### Power grid

Drawn at 6 px/um. Pins as bars on the die edge.
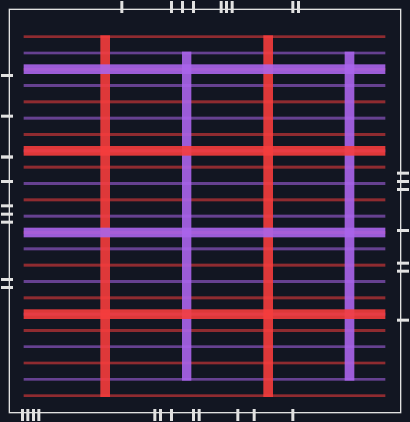
### Signal wires on met2

Drawn at 6 px/um.
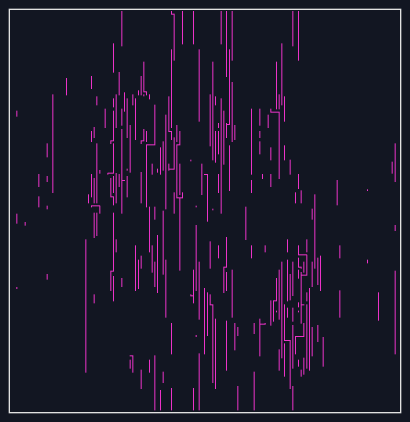
### Clock routing

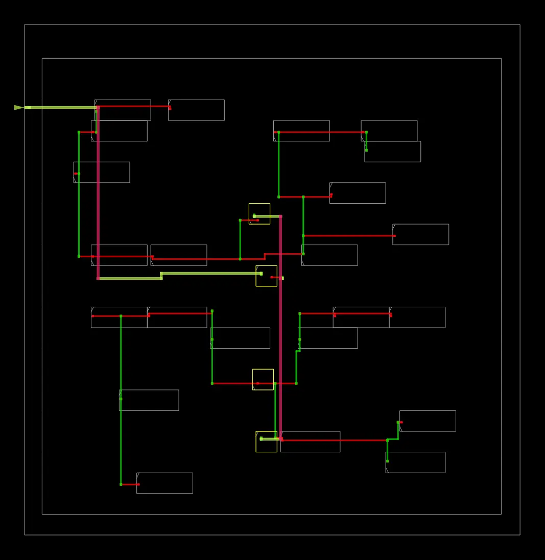
### Where the registers sit

Drawn at 6 px/um. Other sequential cells in the stronger grey, the rest of the logic in the fainter grey.
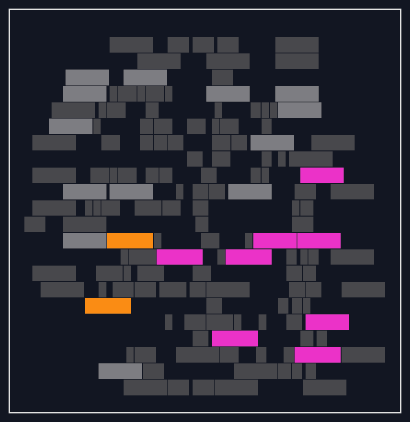
### Cell area per tile

Drawn at 6 px/um. 6 x 7 tiles, from black (low) to pale yellow (high), 0 to 100% covered.
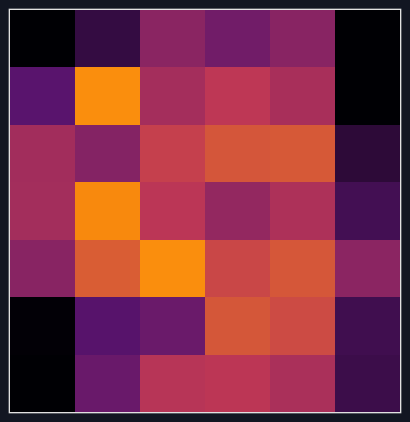
**config.mk**
```make
export PLATFORM = sky130hd
export DESIGN_NAME = instr_sequencer
export DESIGN_NICKNAME = d
export VERILOG_FILES = /design/src/rtl/instr_sequencer_pkg.sv /design/src/rtl/instr_sequencer_decode.sv /design/src/rtl/instr_sequencer.sv
export SDC_FILE = /design/constraint.sdc
export NUM_CORES = 1
export LEC_CHECK = 0
export CORE_AREA = 2 2 63 65
export CTS_BUF_LIST = sky130_fd_sc_hd__clkbuf_4
export DETAILED_ROUTE_END_ITERATION = 8
export DIE_AREA = 0 0 65 67
export PLACE_DENSITY_LB_ADDON = 0.08
export SETUP_SLACK_MARGIN = 0.1
export SLEW_MARGIN = 20
export SYNTH_ARGS = -nofsm -noshare
export SYNTH_HDL_FRONTEND = slang
export SYNTH_SLANG_ARGS = --single-unit
```
**constraint.sdc**
```tcl
create_clock -name clk -period 2.1 [get_ports clk]
set_clock_uncertainty 0.2 [all_clocks]
set_input_delay 0.63 -clock clk [delete_from_list [all_inputs] [get_ports clk]]
set_output_delay 0.63 -clock clk [all_outputs]
set_load 0.1 [all_outputs]
```
**src/rtl/instr_sequencer_pkg.sv**
```systemverilog
// Shared encodings for the instruction sequencer: machine states, opcodes
// and the one-hot instruction flag vector.
package instr_sequencer_pkg;

    typedef enum logic [1:0] {
        ST_FETCH   = 2'b00,
        ST_PREP    = 2'b01,
        ST_EXEC    = 2'b10,
        ST_ILLEGAL = 2'b11
    } state_t;

    localparam logic [3:0] OP_JMP  = 4'h1;
    localparam logic [3:0] OP_JG   = 4'h2;
    localparam logic [3:0] OP_IN1  = 4'h3;
    localparam logic [3:0] OP_OUT1 = 4'h4;
    localparam logic [3:0] OP_MOVI = 4'h5;
    localparam logic [3:0] OP_HALT = 4'h6;
    localparam logic [3:0] OP_ADD  = 4'h8;
    localparam logic [3:0] OP_SUB  = 4'h9;
    localparam logic [3:0] OP_MOVA = 4'hA;
    localparam logic [3:0] OP_MOVB = 4'hB;
    localparam logic [3:0] OP_MOVC = 4'hC;
    localparam logic [3:0] OP_MOVD = 4'hD;

    // mova is bit 0, halt is bit 11
    typedef struct packed {
        logic halt;
        logic movi;
        logic out1;
        logic in1;
        logic jg;
        logic jmp;
        logic sub;
        logic add;
        logic movd;
        logic movc;
        logic movb;
        logic mova;
    } flags_t;

    localparam flags_t FLAGS_NONE = '0;

endpackage

```
**src/rtl/instr_sequencer_decode.sv**
```systemverilog
// Combinational opcode decoder: ir[7:4] to a one-hot flag vector.
// Unmapped opcodes decode to no flags (NOP).
module instr_decode
    import instr_sequencer_pkg::*;
(
    input  logic [3:0] i_opcode,
    output flags_t     o_flags
);

    always_comb begin
        o_flags = FLAGS_NONE;
        case (i_opcode)
            OP_JMP:  o_flags.jmp  = 1'b1;
            OP_JG:   o_flags.jg   = 1'b1;
            OP_IN1:  o_flags.in1  = 1'b1;
            OP_OUT1: o_flags.out1 = 1'b1;
            OP_MOVI: o_flags.movi = 1'b1;
            OP_HALT: o_flags.halt = 1'b1;
            OP_ADD:  o_flags.add  = 1'b1;
            OP_SUB:  o_flags.sub  = 1'b1;
            OP_MOVA: o_flags.mova = 1'b1;
            OP_MOVB: o_flags.movb = 1'b1;
            OP_MOVC: o_flags.movc = 1'b1;
            OP_MOVD: o_flags.movd = 1'b1;
            default: o_flags = FLAGS_NONE;
        endcase
    end

endmodule

```
**src/rtl/instr_sequencer.sv**
```systemverilog
// Three-phase FETCH/PREP/EXEC sequencer with registered one-hot instruction
// flags, a greater flag and a completed-instruction counter.
module instr_sequencer
    import instr_sequencer_pkg::*;
(
    input  logic       clk,
    input  logic       rst_n,
    input  logic       sm_en,
    input  logic       decoder_en,
    input  logic [7:0] ir,
    input  logic       g_en,
    input  logic       alu_gt,
    output logic [1:0] sm,
    output logic       mova,
    output logic       movb,
    output logic       movc,
    output logic       movd,
    output logic       add,
    output logic       sub,
    output logic       jmp,
    output logic       jg,
    output logic       in1,
    output logic       out1,
    output logic       movi,
    output logic       halt,
    output logic       gf,
    output logic [7:0] instr_cnt
);

    state_t     r_sm;
    flags_t     r_flags;
    logic [7:0] r_cnt;
    logic       r_gf;

    state_t     w_sm_nxt;
    flags_t     w_flags_nxt;
    logic [7:0] w_cnt_nxt;
    flags_t     w_dec;
    // next-state kept on a plain net so the state register input is observable
    wire  [1:0] w_sm_d;

    assign w_sm_d = w_sm_nxt;

    instr_decode u_decode (
        .i_opcode (ir[7:4]),
        .o_flags  (w_dec)
    );

    always_ff @(posedge clk) begin
        if (!rst_n) begin
            r_sm    <= ST_FETCH;
            r_flags <= FLAGS_NONE;
            r_cnt   <= 8'h00;
            r_gf    <= 1'b0;
        end else begin
            r_sm    <= state_t'(w_sm_d);
            r_flags <= w_flags_nxt;
            r_cnt   <= w_cnt_nxt;
            if (g_en)
                r_gf <= alu_gt;
        end
    end

    // A halted instruction simply sits in EXEC while sm_en stays low.
    always_comb begin
        w_sm_nxt    = r_sm;
        w_flags_nxt = r_flags;
        w_cnt_nxt   = r_cnt;
        if (r_sm == ST_ILLEGAL) begin
            w_sm_nxt    = ST_FETCH;
            w_flags_nxt = FLAGS_NONE;
        end else if (sm_en) begin
            case (r_sm)
                ST_FETCH: w_sm_nxt = ST_PREP;
                ST_PREP: begin
                    w_sm_nxt    = ST_EXEC;
                    w_flags_nxt = decoder_en ? w_dec : FLAGS_NONE;
                end
                ST_EXEC: begin
                    w_sm_nxt    = ST_FETCH;
                    w_flags_nxt = FLAGS_NONE;
                    w_cnt_nxt   = r_cnt + 8'h01;
                end
                default: w_sm_nxt = ST_FETCH;
            endcase
        end
    end

    assign sm        = r_sm;
    assign mova      = r_flags.mova;
    assign movb      = r_flags.movb;
    assign movc      = r_flags.movc;
    assign movd      = r_flags.movd;
    assign add       = r_flags.add;
    assign sub       = r_flags.sub;
    assign jmp       = r_flags.jmp;
    assign jg        = r_flags.jg;
    assign in1       = r_flags.in1;
    assign out1      = r_flags.out1;
    assign movi      = r_flags.movi;
    assign halt      = r_flags.halt;
    assign gf        = r_gf;
    assign instr_cnt = r_cnt;

endmodule

```
==> Changelog: implementation <==
### Metrics

* Result of the run: finished clean
* CTS tree: yes
* Final Hold Slack at 0.294 ns
* Proportion of layout cells with a drive suffix above 1 at 27.5%
* Worst-Margin Slew at 0.348 ns
* Reg-to-Reg End: instr_cnt[6]
* Number of different library cells in the post-synthesis netlist at 25
* Resize count post-CTS at 0
* Clock buffers created by TritonCTS at 3
* Max-slew violation count at 0
* Cell area reported after detailed placement at 0.00168 mm2
* Yosys top cell area share at 43.9%
* Combined area of all synthesized cells at 0.00105 mm2
* Count of state elements after synthesis at 23
* Average instance area after synthesis at 9.36 um2
* Average routed wire per standard cell at 12.2 um
* Cell chosen for the clock root: sky130_fd_sc_hd__clkbuf_4
* Sequential share of power at 54.1%
* Final HPWL DP at 1850 um
* Biggest consumer: sequential cells
* Gate family responsible for the most delay along the worst path: simple AND/OR/NAND/NOR gates
* Filler cell count in the final layout at 347
* Total number of warnings across the stage logs at 34
* Clock Tree Buf Depth at 2
* Clock group share of total power at 26.9%
* Post-CTS Hold Buffers at 0
* Number of antenna violations at the first check in global routing at 0
* Late-Pin Clk Latency at 0.31 ns
* Cell count along the critical path at 4
* Starting DRC count in detailed routing at 37
## Picture notes: 'Power grid'
Purple is VDD. Red is VSS.
37 signal pins sit on the boundary. 4 straps on met5. 4 straps on met4.
Die Width: 65 um
area of the placeable core: 0.00361 mm2

## Picture notes: 'Signal wires on met2'
The layer carries 1080 um of wire. The longest straight run is 22.1 um. The wires run mostly vertical.
Vias: 965
overall routed net length: 2410 um

## Picture notes: 'Clock routing'
number of clock-tree buffers in the layout: 4
count of flip-flops and latches: 23

## Picture notes: 'Where the registers sit'
Magenta is `instr_cnt`, sequential cells 8. Orange is `sm`, sequential cells 2.

## Picture notes: 'Cell area per tile'
The mean over all tiles is 38%. 4.8% of the tiles are over 75% full. The fullest tile reaches 76%. 12% of the tiles are nearly empty.
final core utilization: 47.4%
initial core utilization: 29.1%

## stage by stage
stage / std cells / util [%] / setup TNS, ns
global placement: 193 / 46.5 / -0.443
CTS: 197 / 47.4 / 0
floorplan: 112 / - / 0
global route: 197 / 47.4 / 0
finish: 197 / 47.4 / 0
detailed placement: 193 / 46.5 / -0.609
## logic make-up after synthesis
kind of cell / Yosys count / synth area share [%]
flip-flops: 23 / 43.9
buffers and inverters: 8 / 4.30
adder cells (fa/ha/maj): 5 / 5.97
multiplexers: 5 / 4.77
AND/OR/NAND/NOR: 49 / 26.5
AND-OR/OR-AND: 20 / 12.9
XOR/XNOR: 2 / 1.67
## worst min path at each step
| stage | from | end | slack (ns) | cells after the start |
|---|---|---|---|---|
| global route | in1 | in1 | 0.33 | 2 |
| finish | in1 | in1 | 0.29 | 2 |
| detailed placement | in1 | in1 | 0.28 | 2 |
| floorplan | instr_cnt[3] | instr_cnt[3] | 0.53 | 2 |
| global placement | in1 | in1 | 0.28 | 2 |
| CTS | in1 | in1 | 0.30 | 2 |
## layout by cell type (no fill, tap or decap), types with 3 or more instances in the layout
| cell type | Yosys | layout |
|---|---|---|
| sky130_fd_sc_hd__buf_12 | 0 | 23 |
| sky130_fd_sc_hd__dfxtp_1 | 23 | 17 |
| sky130_fd_sc_hd__nor2_1 | 16 | 16 |
| sky130_fd_sc_hd__nand2_1 | 9 | 9 |
| sky130_fd_sc_hd__clkdlybuf4s50_1 | 0 | 9 |
| sky130_fd_sc_hd__a32oi_1 | 8 | 8 |
| sky130_fd_sc_hd__a21oi_1 | 8 | 8 |
| sky130_fd_sc_hd__dfxtp_2 | 0 | 6 |
| sky130_fd_sc_hd__buf_4 | 0 | 6 |
| sky130_fd_sc_hd__mux2i_1 | 5 | 5 |
| sky130_fd_sc_hd__ha_1 | 5 | 5 |
| sky130_fd_sc_hd__clkbuf_4 | 0 | 4 |
| sky130_fd_sc_hd__inv_1 | 3 | 3 |
| sky130_fd_sc_hd__and3b_1 | 3 | 3 |
| sky130_fd_sc_hd__nor2b_1 | 3 | 3 |
| sky130_fd_sc_hd__nand4b_1 | 3 | 3 |
| sky130_fd_sc_hd__nand3_1 | 3 | 3 |
## per-layer routing
metal	vias up	track usage, %	routed length, um
met2	33	19.1	1080
li1	479	-	-
met1	448	17.9	1170
met3	5	2.03	108
met5	-	0	0
met4	0	7.18	51
## worst reg2reg max path: cells and delay by family, from the launching register on
| family | cells | cell delay, ns |
|---|---|---|
| compound gates | 1 | 0.14 |
| fa+ha+maj | 1 | 0.25 |
| buf+inv | 1 | 0.08 |
| flops | 1 | 0.38 |
| simple gates | 2 | 0.70 |
## flip-flops by register name, summed over array words and instances (netlist names)
| name | flops |
|---|---|
| jg | 1 |
| halt | 1 |
| in1 | 1 |
| mova | 1 |
| movi | 1 |
| movc | 1 |
| jmp | 1 |
| out1 | 1 |
| instr_cnt | 8 |
| sm | 2 |
| gf | 1 |
| sub | 1 |
| add | 1 |
| movb | 1 |
| movd | 1 |
## cell type report
type,instances,area [um2],area share (%)
clock buffers,4,30.0,1.76
well taps,48,60.1,3.52
flip-flops and latches,23,468,27.4
multi-input cells,81,543,31.8
inverters,3,11.3,0.659
repair buffers,38,596,34.9
Power and IR drop assume default switching activity.
